`config.mk`:
```
export PLATFORM = sky130hd
export DESIGN_NAME = pwm_multi_channel_gen_flat
export DESIGN_NICKNAME = d
export VERILOG_FILES = /design/src/rtl/pwm_multi_channel_gen_if.sv /design/src/rtl/pwm_multi_channel_gen.sv /design/src/flat_wrapper.sv
export SDC_FILE = /design/constraint.sdc
export NUM_CORES = 1
export LEC_CHECK = 0
export ABC_AREA = 1
export ABC_CLOCK_PERIOD_IN_PS = 4000
export CAP_MARGIN = 20
export CORE_ASPECT_RATIO = 2
export CORE_UTILIZATION = 57
export CTS_CLUSTER_DIAMETER = 30
export CTS_CLUSTER_SIZE = 14
export DETAILED_ROUTE_END_ITERATION = 8
export GPL_ROUTABILITY_DRIVEN = 0
export MAX_ROUTING_LAYER = met4
export PLACE_DENSITY = 0.77
export SETUP_SLACK_MARGIN = 0.3
export SLEW_MARGIN = 20
export SYNTH_ARGS = -nofsm -noshare
export SYNTH_HDL_FRONTEND = slang
export SYNTH_SLANG_ARGS = --single-unit
```
`constraint.sdc`:
```
create_clock -name i_clk -period 4 [get_ports i_clk]
set_input_delay 0.8 -clock i_clk [delete_from_list [all_inputs] [get_ports i_clk]]
set_output_delay 0.8 -clock i_clk [all_outputs]
set_load 0.005 [all_outputs]
```
`src/rtl/pwm_multi_channel_gen_if.sv`:
```
// ---------------------------------------------------------------------------
// pwm_multi_channel_gen_if
//
// Configuration bus between the AXI register file (master) and the
// multi-channel PWM generator (slave). Signal prefixes follow the direction
// as seen from the PWM block: i_ signals flow into the generator and o_
// signals flow back to the register file.
//
// Signals:
//   i_cfg_wr_en    1      one-cycle configuration write strobe
//   i_cfg_wr_sel   2      write target: 0=duty, 1=phase, 2=period, 3=divider
//   i_cfg_wr_ch    4      channel index for duty/phase writes
//   i_cfg_wr_data  DIV_W  write data (low CNT_W bits used for duty/phase/period)
//   o_cfg_pending  1      staged configuration not yet applied
//
// Modports:
//   master  register-file side, drives the write strobe and data
//   slave   PWM generator side, returns the pending flag
// ---------------------------------------------------------------------------
interface pwm_multi_channel_gen_if #(
    parameter int DIV_W = 16
) ();

    logic             i_cfg_wr_en;
    logic [1:0]       i_cfg_wr_sel;
    logic [3:0]       i_cfg_wr_ch;
    logic [DIV_W-1:0] i_cfg_wr_data;
    logic             o_cfg_pending;

    modport master (
        output i_cfg_wr_en,
        output i_cfg_wr_sel,
        output i_cfg_wr_ch,
        output i_cfg_wr_data,
        input  o_cfg_pending
    );

    modport slave (
        input  i_cfg_wr_en,
        input  i_cfg_wr_sel,
        input  i_cfg_wr_ch,
        input  i_cfg_wr_data,
        output o_cfg_pending
    );

endinterface

```
`src/rtl/pwm_multi_channel_gen.sv`:
```
// ---------------------------------------------------------------------------
// pwm_multi_channel_gen
//
// Generates NUM_CH independent PWM outputs from one shared prescaler and one
// shared period counter. Each channel has its own duty cycle and phase
// offset. All configuration is double-buffered: writes land in staging
// registers and are copied into the active registers only when the period
// counter wraps, so a running waveform never sees a half-applied setting.
//
// Parameters:
//   NUM_CH  number of PWM channels (1..16)
//   CNT_W   width of period, duty and phase values
//   DIV_W   width of the prescaler divide value (must be >= CNT_W)
//
// Ports:
//   i_clk           single clock
//   i_rst           synchronous, active-high reset
//   i_en            global run enable
//   cfg             configuration bus (slave modport): write strobe, target
//                   select, channel, data, and the cfg_pending status flag
//   o_pwm_out       registered PWM outputs, one bit per channel
//   o_period_start  one-cycle pulse at the start of every period
//
// Timing summary:
//   Period length  = (period+1) * (div+1) clock cycles.
//   High time      = duty * (div+1) clock cycles for duty <= period.
//   o_pwm_out is registered: its value in cycle t+1 is computed from the
//   counter and active settings of cycle t.
// ---------------------------------------------------------------------------
module pwm_multi_channel_gen #(
    parameter int NUM_CH = 4,
    parameter int CNT_W  = 8,
    parameter int DIV_W  = 16
) (
    input  logic                      i_clk,
    input  logic                      i_rst,
    input  logic                      i_en,
    pwm_multi_channel_gen_if.slave    cfg,
    output logic [NUM_CH-1:0]         o_pwm_out,
    output logic                      o_period_start
);

    // Write target encodings on the configuration bus.
    localparam logic [1:0] SEL_DUTY   = 2'd0;
    localparam logic [1:0] SEL_PHASE  = 2'd1;
    localparam logic [1:0] SEL_PERIOD = 2'd2;

    // Channel count widened to 5 bits so that NUM_CH=16 still compares
    // correctly against the 4-bit channel index.
    localparam logic [4:0] NUM_CH_L = 5'(NUM_CH);

    // Unit increments sized to their counters.
    localparam logic [DIV_W-1:0] DIV_ONE = {{(DIV_W-1){1'b0}}, 1'b1};
    localparam logic [CNT_W-1:0] CNT_ONE = {{(CNT_W-1){1'b0}}, 1'b1};
    localparam logic [CNT_W:0]   EXT_ONE = {{CNT_W{1'b0}}, 1'b1};

    // Staging registers, written directly by the configuration bus.
    logic [CNT_W-1:0] r_dutyS  [NUM_CH];
    logic [CNT_W-1:0] r_phaseS [NUM_CH];
    logic [CNT_W-1:0] r_periodS;
    logic [DIV_W-1:0] r_divS;

    // Active registers, the values the counters and comparators really use.
    logic [CNT_W-1:0] r_dutyA  [NUM_CH];
    logic [CNT_W-1:0] r_phaseA [NUM_CH];
    logic [CNT_W-1:0] r_periodA;
    logic [DIV_W-1:0] r_divA;

    // Counters, status and registered outputs.
    logic [DIV_W-1:0]  r_preCnt;
    logic [CNT_W-1:0]  r_cnt;
    logic              r_pending;
    logic              r_enPrev;
    logic [NUM_CH-1:0] r_pwmOut;
    logic              r_periodStart;

    // Combinational helpers.
    logic              w_tick;
    logic              w_wrap;
    logic              w_chValid;
    logic              w_wrAccept;
    logic [CNT_W-1:0]  w_wrData;
    logic [CNT_W-1:0]  w_phaseClamped;
    logic [NUM_CH-1:0] w_pwmNext;

    // The prescaler ticks on its terminal count; the period wraps when a
    // tick arrives while the period counter sits on its terminal count.
    assign w_tick = (r_preCnt == r_divA);
    assign w_wrap = w_tick && (r_cnt == r_periodA);

    // Duty/phase writes to a channel that does not exist are dropped and
    // must not disturb cfg_pending. Period and divider writes ignore the
    // channel field entirely.
    assign w_chValid  = ({1'b0, cfg.i_cfg_wr_ch} < NUM_CH_L);
    assign w_wrAccept = cfg.i_cfg_wr_en && (cfg.i_cfg_wr_sel[1] || w_chValid);
    assign w_wrData   = cfg.i_cfg_wr_data[CNT_W-1:0];

    // A phase beyond the staged period is meaningless, so it is clamped to
    // the staged period at the moment it is written.
    assign w_phaseClamped = (w_wrData > r_periodS) ? r_periodS : w_wrData;

    // Per-channel comparator. The counter is shifted by the phase offset and
    // folded back into 0..period with one extra bit of headroom so the sum
    // cannot overflow. A duty of 0 never matches (constant low) and a duty
    // above the period always matches (constant high).
    for (genvar g = 0; g < NUM_CH; g++) begin : g_ch
        logic [CNT_W:0] w_phaseSum;
        logic [CNT_W:0] w_pos;

        assign w_phaseSum   = {1'b0, r_cnt} + {1'b0, r_phaseA[g]};
        assign w_pos        = (w_phaseSum > {1'b0, r_periodA})
                            ? (w_phaseSum - ({1'b0, r_periodA} + EXT_ONE))
                            : w_phaseSum;
        assign w_pwmNext[g] = (w_pos < {1'b0, r_dutyA[g]});
    end

    // Staging registers accept writes at any time, running or idle. Duty and
    // phase writes are steered by comparing the channel field against each
    // channel number, so an out-of-range index simply matches nothing.
    always_ff @(posedge i_clk) begin
        if (i_rst) begin
            for (int c = 0; c < NUM_CH; c++) begin
                r_dutyS[c]  <= '0;
                r_phaseS[c] <= '0;
            end
            r_periodS <= '0;
            r_divS    <= '0;
        end else if (cfg.i_cfg_wr_en) begin
            case (cfg.i_cfg_wr_sel)
                SEL_DUTY: begin
                    for (int c = 0; c < NUM_CH; c++) begin
                        if (cfg.i_cfg_wr_ch == 4'(c)) begin
                            r_dutyS[c] <= w_wrData;
                        end
                    end
                end
                SEL_PHASE: begin
                    for (int c = 0; c < NUM_CH; c++) begin
                        if (cfg.i_cfg_wr_ch == 4'(c)) begin
                            r_phaseS[c] <= w_phaseClamped;
                        end
                    end
                end
                SEL_PERIOD: begin
                    r_periodS <= w_wrData;
                end
                default: begin
                    r_divS <= cfg.i_cfg_wr_data;
                end
            endcase
        end
    end

    // Active registers follow staging continuously while idle, and only at
    // the period wrap while running. The copy uses the staging contents from
    // before any write in the same cycle, so a write colliding with the wrap
    // waits a full period before it takes effect.
    always_ff @(posedge i_clk) begin
        if (i_rst) begin
            for (int c = 0; c < NUM_CH; c++) begin
                r_dutyA[c]  <= '0;
                r_phaseA[c] <= '0;
            end
            r_periodA <= '0;
            r_divA    <= '0;
        end else if (!i_en || w_wrap) begin
            for (int c = 0; c < NUM_CH; c++) begin
                r_dutyA[c]  <= r_dutyS[c];
                r_phaseA[c] <= r_phaseS[c];
            end
            r_periodA <= r_periodS;
            r_divA    <= r_divS;
        end
    end

    // Prescaler and period counter. Both are held at zero while idle so that
    // every enable starts a fresh period from count 0.
    always_ff @(posedge i_clk) begin
        if (i_rst || !i_en) begin
            r_preCnt <= '0;
            r_cnt    <= '0;
        end else begin
            r_preCnt <= w_tick ? '0 : (r_preCnt + DIV_ONE);
            if (w_wrap) begin
                r_cnt <= '0;
            end else if (w_tick) begin
                r_cnt <= r_cnt + CNT_ONE;
            end
        end
    end

    // cfg_pending rises on any accepted write and falls at the wrap that
    // applies it. An accepted write wins over the wrap because the colliding
    // write is still waiting in staging. While idle the active registers
    // track staging, so nothing can be pending.
    always_ff @(posedge i_clk) begin
        if (i_rst || !i_en) begin
            r_pending <= 1'b0;
        end else if (w_wrAccept) begin
            r_pending <= 1'b1;
        end else if (w_wrap) begin
            r_pending <= 1'b0;
        end
    end

    // Remembers the previous enable so the first running cycle can announce
    // a period start even though no wrap has happened yet.
    always_ff @(posedge i_clk) begin
        if (i_rst) begin
            r_enPrev <= 1'b0;
        end else begin
            r_enPrev <= i_en;
        end
    end

    // Registered outputs. Dropping enable or asserting reset forces every
    // output low on the very next edge, cutting any pulse in progress.
    always_ff @(posedge i_clk) begin
        if (i_rst || !i_en) begin
            r_pwmOut      <= '0;
            r_periodStart <= 1'b0;
        end else begin
            r_pwmOut      <= w_pwmNext;
            r_periodStart <= w_wrap || !r_enPrev;
        end
    end

    assign o_pwm_out         = r_pwmOut;
    assign o_period_start    = r_periodStart;
    assign cfg.o_cfg_pending = r_pending;

endmodule

```
`src/flat_wrapper.sv`:
```
// flat-port wrapper written by rule: the top's interface ports become plain ports
module pwm_multi_channel_gen_flat 
#(
    parameter int NUM_CH = 4,
    parameter int CNT_W  = 8,
    parameter int DIV_W  = 16
)
  (i_clk, i_rst, i_en, o_pwm_out, o_period_start, cfg_i_cfg_wr_en, cfg_i_cfg_wr_sel, cfg_i_cfg_wr_ch, cfg_i_cfg_wr_data, cfg_o_cfg_pending);
  pwm_multi_channel_gen_if #(.DIV_W(DIV_W)) cfg_i ();
  input  logic i_clk;
  input  logic i_rst;
  input  logic i_en;
  output logic [NUM_CH-1:0] o_pwm_out;
  output logic o_period_start;
  input wire logic [$bits(cfg_i.i_cfg_wr_en)-1:0] cfg_i_cfg_wr_en;
  input wire logic [$bits(cfg_i.i_cfg_wr_sel)-1:0] cfg_i_cfg_wr_sel;
  input wire logic [$bits(cfg_i.i_cfg_wr_ch)-1:0] cfg_i_cfg_wr_ch;
  input wire logic [$bits(cfg_i.i_cfg_wr_data)-1:0] cfg_i_cfg_wr_data;
  output wire logic [$bits(cfg_i.o_cfg_pending)-1:0] cfg_o_cfg_pending;
  assign cfg_i.i_cfg_wr_en = cfg_i_cfg_wr_en;
  assign cfg_i.i_cfg_wr_sel = cfg_i_cfg_wr_sel;
  assign cfg_i.i_cfg_wr_ch = cfg_i_cfg_wr_ch;
  assign cfg_i.i_cfg_wr_data = cfg_i_cfg_wr_data;
  assign cfg_o_cfg_pending = cfg_i.o_cfg_pending;
  pwm_multi_channel_gen #(.NUM_CH(NUM_CH), .CNT_W(CNT_W), .DIV_W(DIV_W)) u_core (.i_clk(i_clk), .i_rst(i_rst), .i_en(i_en), .cfg(cfg_i), .o_pwm_out(o_pwm_out), .o_period_start(o_period_start));
endmodule
```
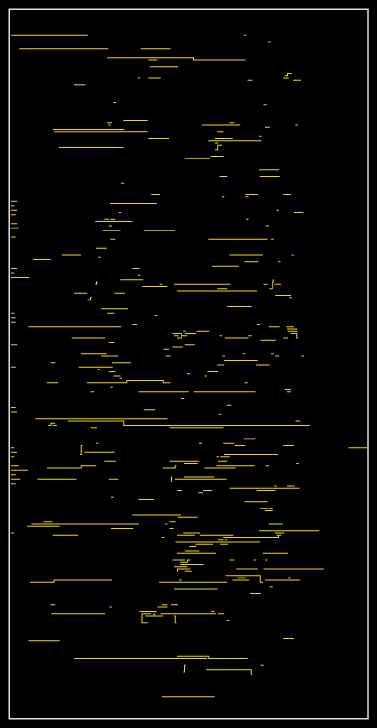
(run_1/layer_met3.png)
- main direction: horizontal
- nets with wire on the layer: 159
- share of all routed wire: 4.6%
- wire length on this layer: 1590 µm
routed via count: 10760
grt met3 use: 0.03913

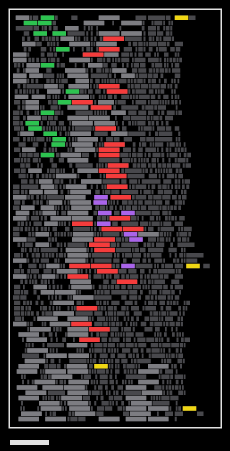
(run_1/flops_by_reg.png)
Bar = 20 µm. Other sequential cells in the stronger gray, the rest of the logic in the fainter gray.
- u_core.o_pwm_out: yellow (sequential cells 4)
- u_core.r_phaseA: red (sequential cells 32)
- u_core.r_preCnt: green (sequential cells 16; where upper left)
- u_core.r_periodA: purple (sequential cells 8; where center)
Core Util, Final: 0.6854
area taken by flip-flops and latches: 0.005438 mm²
Seq. pwr: 2.61 mW
flip-flop and latch share of the layout cell area: 0.3580

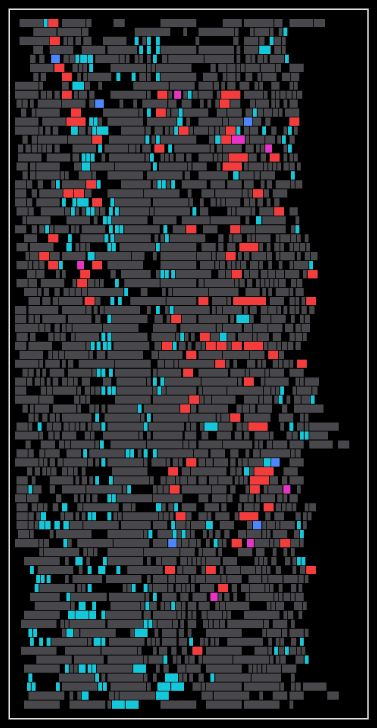
(run_1/logic_types.png)
- XOR/XNOR gates: red (cells 75; most used xnor2_1)
- AND-OR and OR-AND gates: blue (cells 6; most used a21o_1)
- AND and OR gates: magenta (cells 7; most used or2_2)
- NOR gates: cyan (cells 223; most used nor2_1)
number of cells in the finished layout apart from fillers: 1908
most used logic cell in the final layout: sky130_fd_sc_hd__inv_1
combinational share of cell area: 0.4448

==> datasheet_impl.txt, run 1 <==
Table: implementation figures

Parameter                              Value

Clock network
  Total of hold buffers inserted after clock tree synthesis    0
  Clock tree sinks    207
  Root buffer cell    sky130_fd_sc_hd__clkbuf_16
  CTS tree    built
  Number of buffers added for setup after CTS    5
  Clock transition time at the flip-flop clock pins of the worst setup and hold paths    approximately 60 ps

Critical path
  Startpoint type of the worst setup path    flip-flop
  Reg-to-reg setup timing slack    310 ps
  Worst Reg-to-Reg Cells    24
  Endpoint required time on the critical path    4460 ps
  Beginning of the worst register-to-register path    u_core.r_cnt[2]$_SDFFE_PP0P_
  Cell family with the largest share of critical-path delay    AND-OR/OR-AND gates
  Capture point of the worst reg-to-reg path    u_core.o_pwm_out[0]$_SDFF_PP0_
  Slowest cell on the critical path    sky130_fd_sc_hd__dfxtp_4
  Critical Setup Path Class    reg2reg
  Critical path startpoint    u_core.r_cnt[2]$_SDFFE_PP0P_
  Stages on the worst setup path    24
  Worst setup EP type    flip-flop
  Critical path data arrival time    4160 ps
  Ordered list of cells on the worst path    ha_4, a21oi_1, nand2_2, a21oi_1, o21bai_1, xor2_1, inv_1, ha_1, nand2_2, nor2_2, a21boi_2, nand2_1, nand2_1, nand2_1, nand2_2, nand2_4, inv_4, o21ai_0, ha_1, a21oi_1, o21ai_1, nand4_1, nand2_1, nor2_1
  Max FO, Critical Path    8

Pwr
  VDD IR max    0.4233 mV
  Fraction of power consumed by combinational cells    0.402
  Total power    8.354 mW
  Switching portion of total power    0.3699
  Sequential share of power    0.312
  Static leakage    6.759 nW
  Total net switching power    3.090 mW
  Power dissipated in combinational cells    3.36 mW

Final timing
  Achievable clock frequency    0.2708 GHz
  RSZ-0062 raised after global routing    true
  Final sum of negative setup slack    0 ps
  Part of the cycle the worst path needs    0.9232
  Worst Slack Setup Final    307.3 ps
  Slew HR    0.3914
  Number of hold-slack violations in the final timing report    0
  Layout Skew    13.59 ps

Detailed routing
  First-iteration detailed-routing DRC count    592
  Average via count per standard cell    between 5 and 6
  DRC violations left    0
  First drt pass iteration count    7
  Routed wire length per instance    18.14 µm

Die
  Floorplan core area    0.02216 mm²
  Die y size    214.7 µm

GRT
  Met2 demand-to-capacity share in global routing    0.5465
  GRT Overall Usage    0.3070
  Wire length of the first global-routing pass    52520 µm
  Met1 Use GR    0.2853
  Vias in the first global route    10600

Yosys
  Most frequently used flop master after synthesis    sky130_fd_sc_hd__edfxtp_1
  Netlist area before placement    0.01290 mm²
  Top area cell types    sky130_fd_sc_hd__edfxtp_1, sky130_fd_sc_hd__ha_1, sky130_fd_sc_hd__dfxtp_1
  Post-synthesis cell count from yosys    1523
  Number of synthesized flops with an enable pin    128
  Most common cell in the synthesized netlist    sky130_fd_sc_hd__inv_1

Final layout
  Antenna fix cells    0
  Share of cells above drive strength 1    0.1330
  Most instantiated logic cells after routing    sky130_fd_sc_hd__inv_1, sky130_fd_sc_hd__nand2_1, sky130_fd_sc_hd__nor2_1
  Final-stage net count    approximately 1800

Job
  Tally of max-capacitance violations    0
  Tool warnings    32

Run status
  Outcome    complete, no violations

Place
  Half-perimeter wire length after placement    between 20000 and 30000 µm
  Setup Slack @ Placement    15.88 ps

Min path
  Worst min-delay path startpoint    u_core.r_enPrev$_SDFF_PP0_
  Hold WC Path Type    reg2reg
  Worst-case hold path end point    u_core.o_period_start$_SDFF_PP0_
-- run 1: cell families after synthesis --
logic type,after synthesis,synth area share
buffers and inverters,293,0.08856
and+or+nand+nor,556,0.1924
xor gates and xnor gates,75,0.05151
DFF,207,0.4206
AOI/OAI and AO/OA,249,0.1036
adders and majority gates,143,0.1434
-- run 1: area by class of cell --
class | count | area [µm²] | area share
Multi-Input combinational cell | 1024 | 6755 | 0.4448
Sequential cell | 207 | 5438 | 0.3580
Inverter | 268 | 1011 | 0.06656
Timing Repair Buffer | 85 | 739.5 | 0.04869
Clock buffer | 29 | 683.2 | 0.04498
Tap cell | 276 | 345.3 | 0.02274
Clock inverter | 19 | 216.5 | 0.01425
-- run 1: metal layers --
metal	routed length (µm)	share of wire
met2	18330	0.53
met3	1592	0.046
met5	0	0
met4	3267	0.094
met1	11420	0.33
## Run 2: what changed since run 1
- CORE_UTILIZATION: 57 -> 55
- PLACE_DENSITY: 0.77 -> 0.75
- SLEW_MARGIN: 20 -> unset
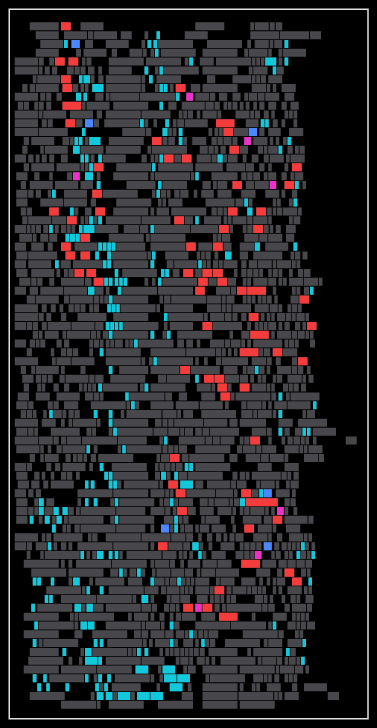
(run_2/logic_types.png)
- XOR/XNOR gates: red (cells 75; most used xnor2_1)
- AND-OR and OR-AND gates: blue (cells 6; most used a21o_1)
- NOR gates: cyan (cells 223; most used nor2_1; where all over the die)
- AND and OR gates: magenta (cells 7; most used or2_2)
combinational share of cell area: 0.4416
number of cells in the finished layout apart from fillers: 1922

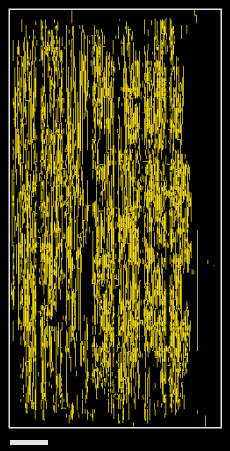
(run_2/layer_met2.png)
Bar = 20 µm.
- longest straight run: 90.1 µm
- main direction: vertical
- share of all routed wire: 53%
- wire length on this layer: 18100 µm
- nets with wire on the layer: 1506
met2 demand-to-capacity share in global routing: 0.5246
routed via count: 10640
final wirelength: 33810 µm

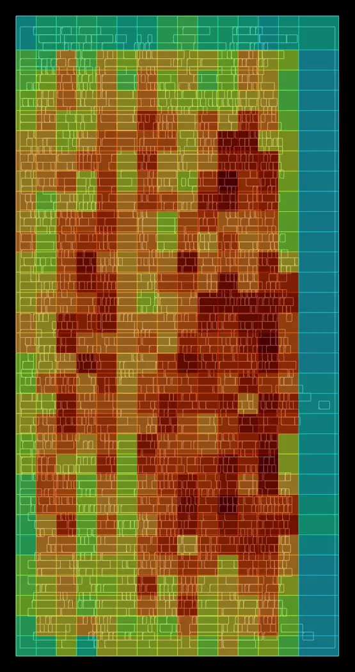
(run_2/congestion.png)
grt met3 use: 0.03340
GRT Overall Usage: 0.2945

==> run 2 against run 1 <==
Setup slack gained 48 ps. Register-to-register slack gained 50 ps. Highest routed layer unchanged. Utilization shrank 2.1 points.
==> datasheet_impl.txt, run 2 <==
Table: implementation figures

Parameter                              Value

Final layout
  Data buffer area share    0.05389
  Most used logic cell in the final layout    sky130_fd_sc_hd__inv_1
  Biggest Area Class    logic gates
  Most instantiated logic cells after routing    sky130_fd_sc_hd__inv_1, sky130_fd_sc_hd__nand2_1, sky130_fd_sc_hd__nor2_1
  Share of cells above drive strength 1    0.1322
  Count of non-CTS buffers in the layout    roughly 95
  Core Util, Final    0.6649
  Clock buffer count in the final layout    37
  Flip-flop and latch share of the layout cell area    0.3580
  Multi-input gates    1023
  Final-stage net count    between 1500 and 2000
  Area taken by multi-input logic gates    0.006705 mm²

Critical path
  Beginning of the worst register-to-register path    u_core.r_cnt[0]$_SDFFE_PP0P_
  Stages on the worst setup path    27
  Worst Reg-to-Reg Cells    27
  Slowest cell on the critical path    sky130_fd_sc_hd__fa_2
  Cell family with the largest share of critical-path delay    adder cells
  Capture point of the worst reg-to-reg path    u_core.o_pwm_out[2]$_SDFF_PP0_
  Worst setup EP type    flip-flop
  Startpoint type of the worst setup path    flip-flop
  Reg-to-reg setup timing slack    between 300 and 400 ps

Yosys
  Post-synthesis cell count from yosys    1523
  Most frequently used flop master after synthesis    sky130_fd_sc_hd__edfxtp_1
  Most common cell in the synthesized netlist    sky130_fd_sc_hd__inv_1
  Netlist area before placement    0.01290 mm²
  Top area cell types    sky130_fd_sc_hd__edfxtp_1, sky130_fd_sc_hd__ha_1, sky130_fd_sc_hd__dfxtp_1

Die
  Die y size    around 220 µm
  Floorplan core area    about 0.023 mm²

Min path
  Hold WC Path Type    reg2reg
  Worst-case hold path end point    u_core.o_period_start$_SDFF_PP0_
  Worst min-delay path startpoint    u_core.r_enPrev$_SDFF_PP0_

Job
  Tool warnings    32
  Tally of max-capacitance violations    0

Detailed routing
  Routed wire length per instance    17.59 µm
  First drt pass iteration count    5
  Average via count per standard cell    5.535
  Routed met2 length    18080 µm
  First-iteration detailed-routing DRC count    498
  Routed length on met1    11210 µm
  DRC violations left    0

Final timing
  Achievable clock frequency    0.2744 GHz
  Part of the cycle the worst path needs    0.9112
  RSZ-0062 raised after global routing    true
  Worst Slack Setup Final    roughly 360 ps
  Layout Skew    15.50 ps
  Final sum of negative setup slack    0 ps

Pwr
  VDD IR max    0.4762 mV
  Total power    8.243 mW
  Static leakage    6.796 nW

Run status
  Outcome    complete, no violations

Clock network
  Total of hold buffers inserted after clock tree synthesis    0
  CTS tree    built
  Root buffer cell    sky130_fd_sc_hd__clkbuf_16

Place
  Setup Slack @ Placement    between 0.9 and 1 ps
  Half-perimeter wire length after placement    25610 µm

GRT
  Wire length of the first global-routing pass    51410 µm
  Vias in the first global route    between 10000 and 15000
-- run 2: cell counts after synthesis --
Identical to the previous run, type by type.
-- run 2: cell families after synthesis --
| logic type | share of synthesized area |
|---|---|
| XOR/XNOR | 0.05151 |
| buffers and inverters | 0.08856 |
| AND/OR/NAND/NOR | 0.1924 |
| AND-OR/OR-AND | 0.1036 |
| flip-flops | 0.4206 |
| adder cells (fa/ha/maj) | 0.1434 |
-- run 2: power breakdown --
part | internal, mW | switching (mW)
Sequential | 2.51 | 0.0939
Clock | 1.35 | 0.911
Combinational | 1.35 | 2.03
-- run 2: timing repair --
item	CTS	global route
endpoints found under the setup margin	4	4
pin swaps	1	42
buffers inserted	1	19
gates resized	14	89
gates cloned	0	1
## Run 3: what changed since run 2
- SKIP_LAST_GASP: unset -> 1
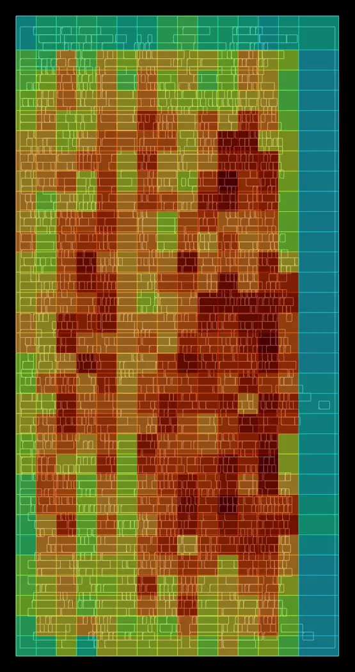
(run_3/congestion.png)
global routing's busiest layer: met2
met1 Use GR: 0.2671
routed wire length per instance: 17.59 µm
Core Util, Final: 0.6649

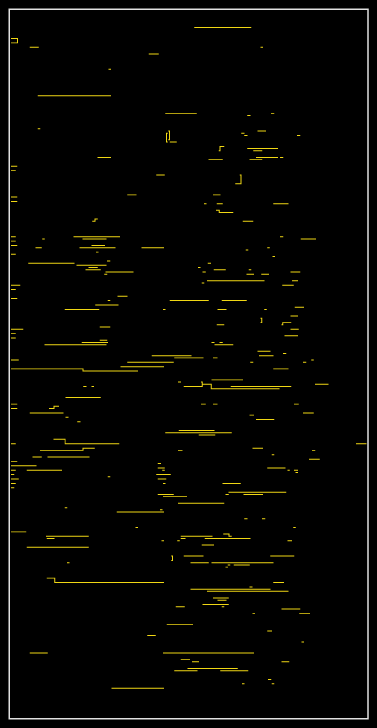
(run_3/layer_met3.png)
- nets with wire on the layer: 128
- wire length on this layer: 1140 µm
- main direction: horizontal

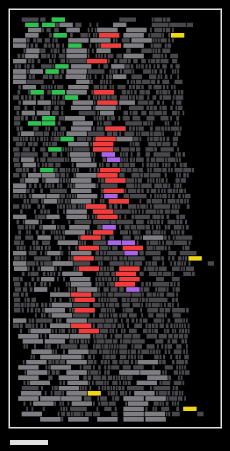
(run_3/flops_by_reg.png)
Bar = 20 µm. Other sequential cells in the stronger gray, the rest of the logic in the fainter gray.
- u_core.r_preCnt: green (sequential cells 16; where upper left)
- u_core.r_phaseA: red (sequential cells 32)
- u_core.r_periodA: purple (sequential cells 8; where center)
- u_core.o_pwm_out: yellow (sequential cells 4)
Seq. pwr: 2.60 mW
flip-flop and latch share of the layout cell area: 0.3580
area taken by flip-flops and latches: 0.005435 mm²

==> run 3 against run 2 <==
Final cell count unchanged. Critical path depth unchanged. Worst hold slack did not move. Clock skew stayed put. Combinational power about the same. Utilization unchanged. Wire length is the same. Global-route usage did not move. Maximum frequency did not move. Critical endpoint unchanged.
==> datasheet_impl.txt, run 3 <==
Table: implementation figures

Parameter                              Value

Pwr
  Total net switching power    3.034 mW
  VDD IR max    0.4762 mV
  Power dissipated in combinational cells    3.38 mW
  Clock group    between 2 and 2.5 mW
  Switching portion of total power    0.3680
  Total power    8.243 mW
  Top pwr grp    combinational cells

Yosys
  Number of synthesized flops with an enable pin    128
  Post-synthesis cell count from yosys    1523
  Netlist area before placement    0.01290 mm²
  Most common cell in the synthesized netlist    sky130_fd_sc_hd__inv_1

Clock network
  Clock tree sinks    207
  Number of buffers added for setup after CTS    1
  CTS tree    built
  Total of hold buffers inserted after clock tree synthesis    0

Critical path
  Startpoint type of the worst setup path    flip-flop
  Slowest cell on the critical path    sky130_fd_sc_hd__fa_2
  Critical path startpoint    u_core.r_cnt[0]$_SDFFE_PP0P_
  Stages on the worst setup path    27
  Critical Setup Path Class    reg2reg
  Cell family with the largest share of critical-path delay    adder cells
  Max FO, Critical Path    7
  Capture point of the worst reg-to-reg path    u_core.o_pwm_out[2]$_SDFF_PP0_
  Worst setup EP type    flip-flop
  Worst Reg-to-Reg Cells    27

Final layout
  Most used logic cell in the final layout    sky130_fd_sc_hd__inv_1
  Area taken by multi-input logic gates    0.006705 mm²
  Number of cells in the finished layout apart from fillers    1922

Detailed routing
  Routed via count    between 10000 and 15000
  First-iteration detailed-routing DRC count    498
  Final wirelength    33810 µm
  DRC violations left    0
  Routed length on met1    11210 µm

GRT
  Wire length of the first global-routing pass    about 51000 µm
  Vias in the first global route    ~10000
  Met2 demand-to-capacity share in global routing    0.5246

Run status
  Outcome    complete, no violations

Min path
  Worst-case hold path end point    u_core.o_period_start$_SDFF_PP0_
  Hold WC Path Type    reg2reg

Place
  Half-perimeter wire length after placement    25610 µm
  Setup Slack @ Placement    0.9210 ps

Job
  Tally of max-capacitance violations    0

Final timing
  Layout Skew    15.50 ps
  Slew HR    0.4287

Die
  Floorplan core area    0.02284 mm²
==> run 3: cell counts after synthesis <==
Identical to the previous run, type by type.
==> run 3: cells by family after synthesis <==
group                      Yosys count  share of synthesized area
AOI/OAI and AO/OA                  249                     0.1036
and+or+nand+nor                    556                     0.1924
DFF                                207                     0.4206
xor gates and xnor gates            75                    0.05151
buffers and inverters              293                    0.08856
adders and majority gates          143                     0.1434
==> run 3: area by class of cell <==
type | count | share of cell area
clock buffers | 37 | 0.05043
clock inverters | 11 | 0.006098
inverters | 268 | 0.06642
multi-input cells | 1023 | 0.4416
flip-flops and latches | 207 | 0.3580
well taps | 280 | 0.02307
repair buffers | 95 | 0.05389
repair inverters | 1 | 0.0004944
Power and IR drop assume default switching activity.
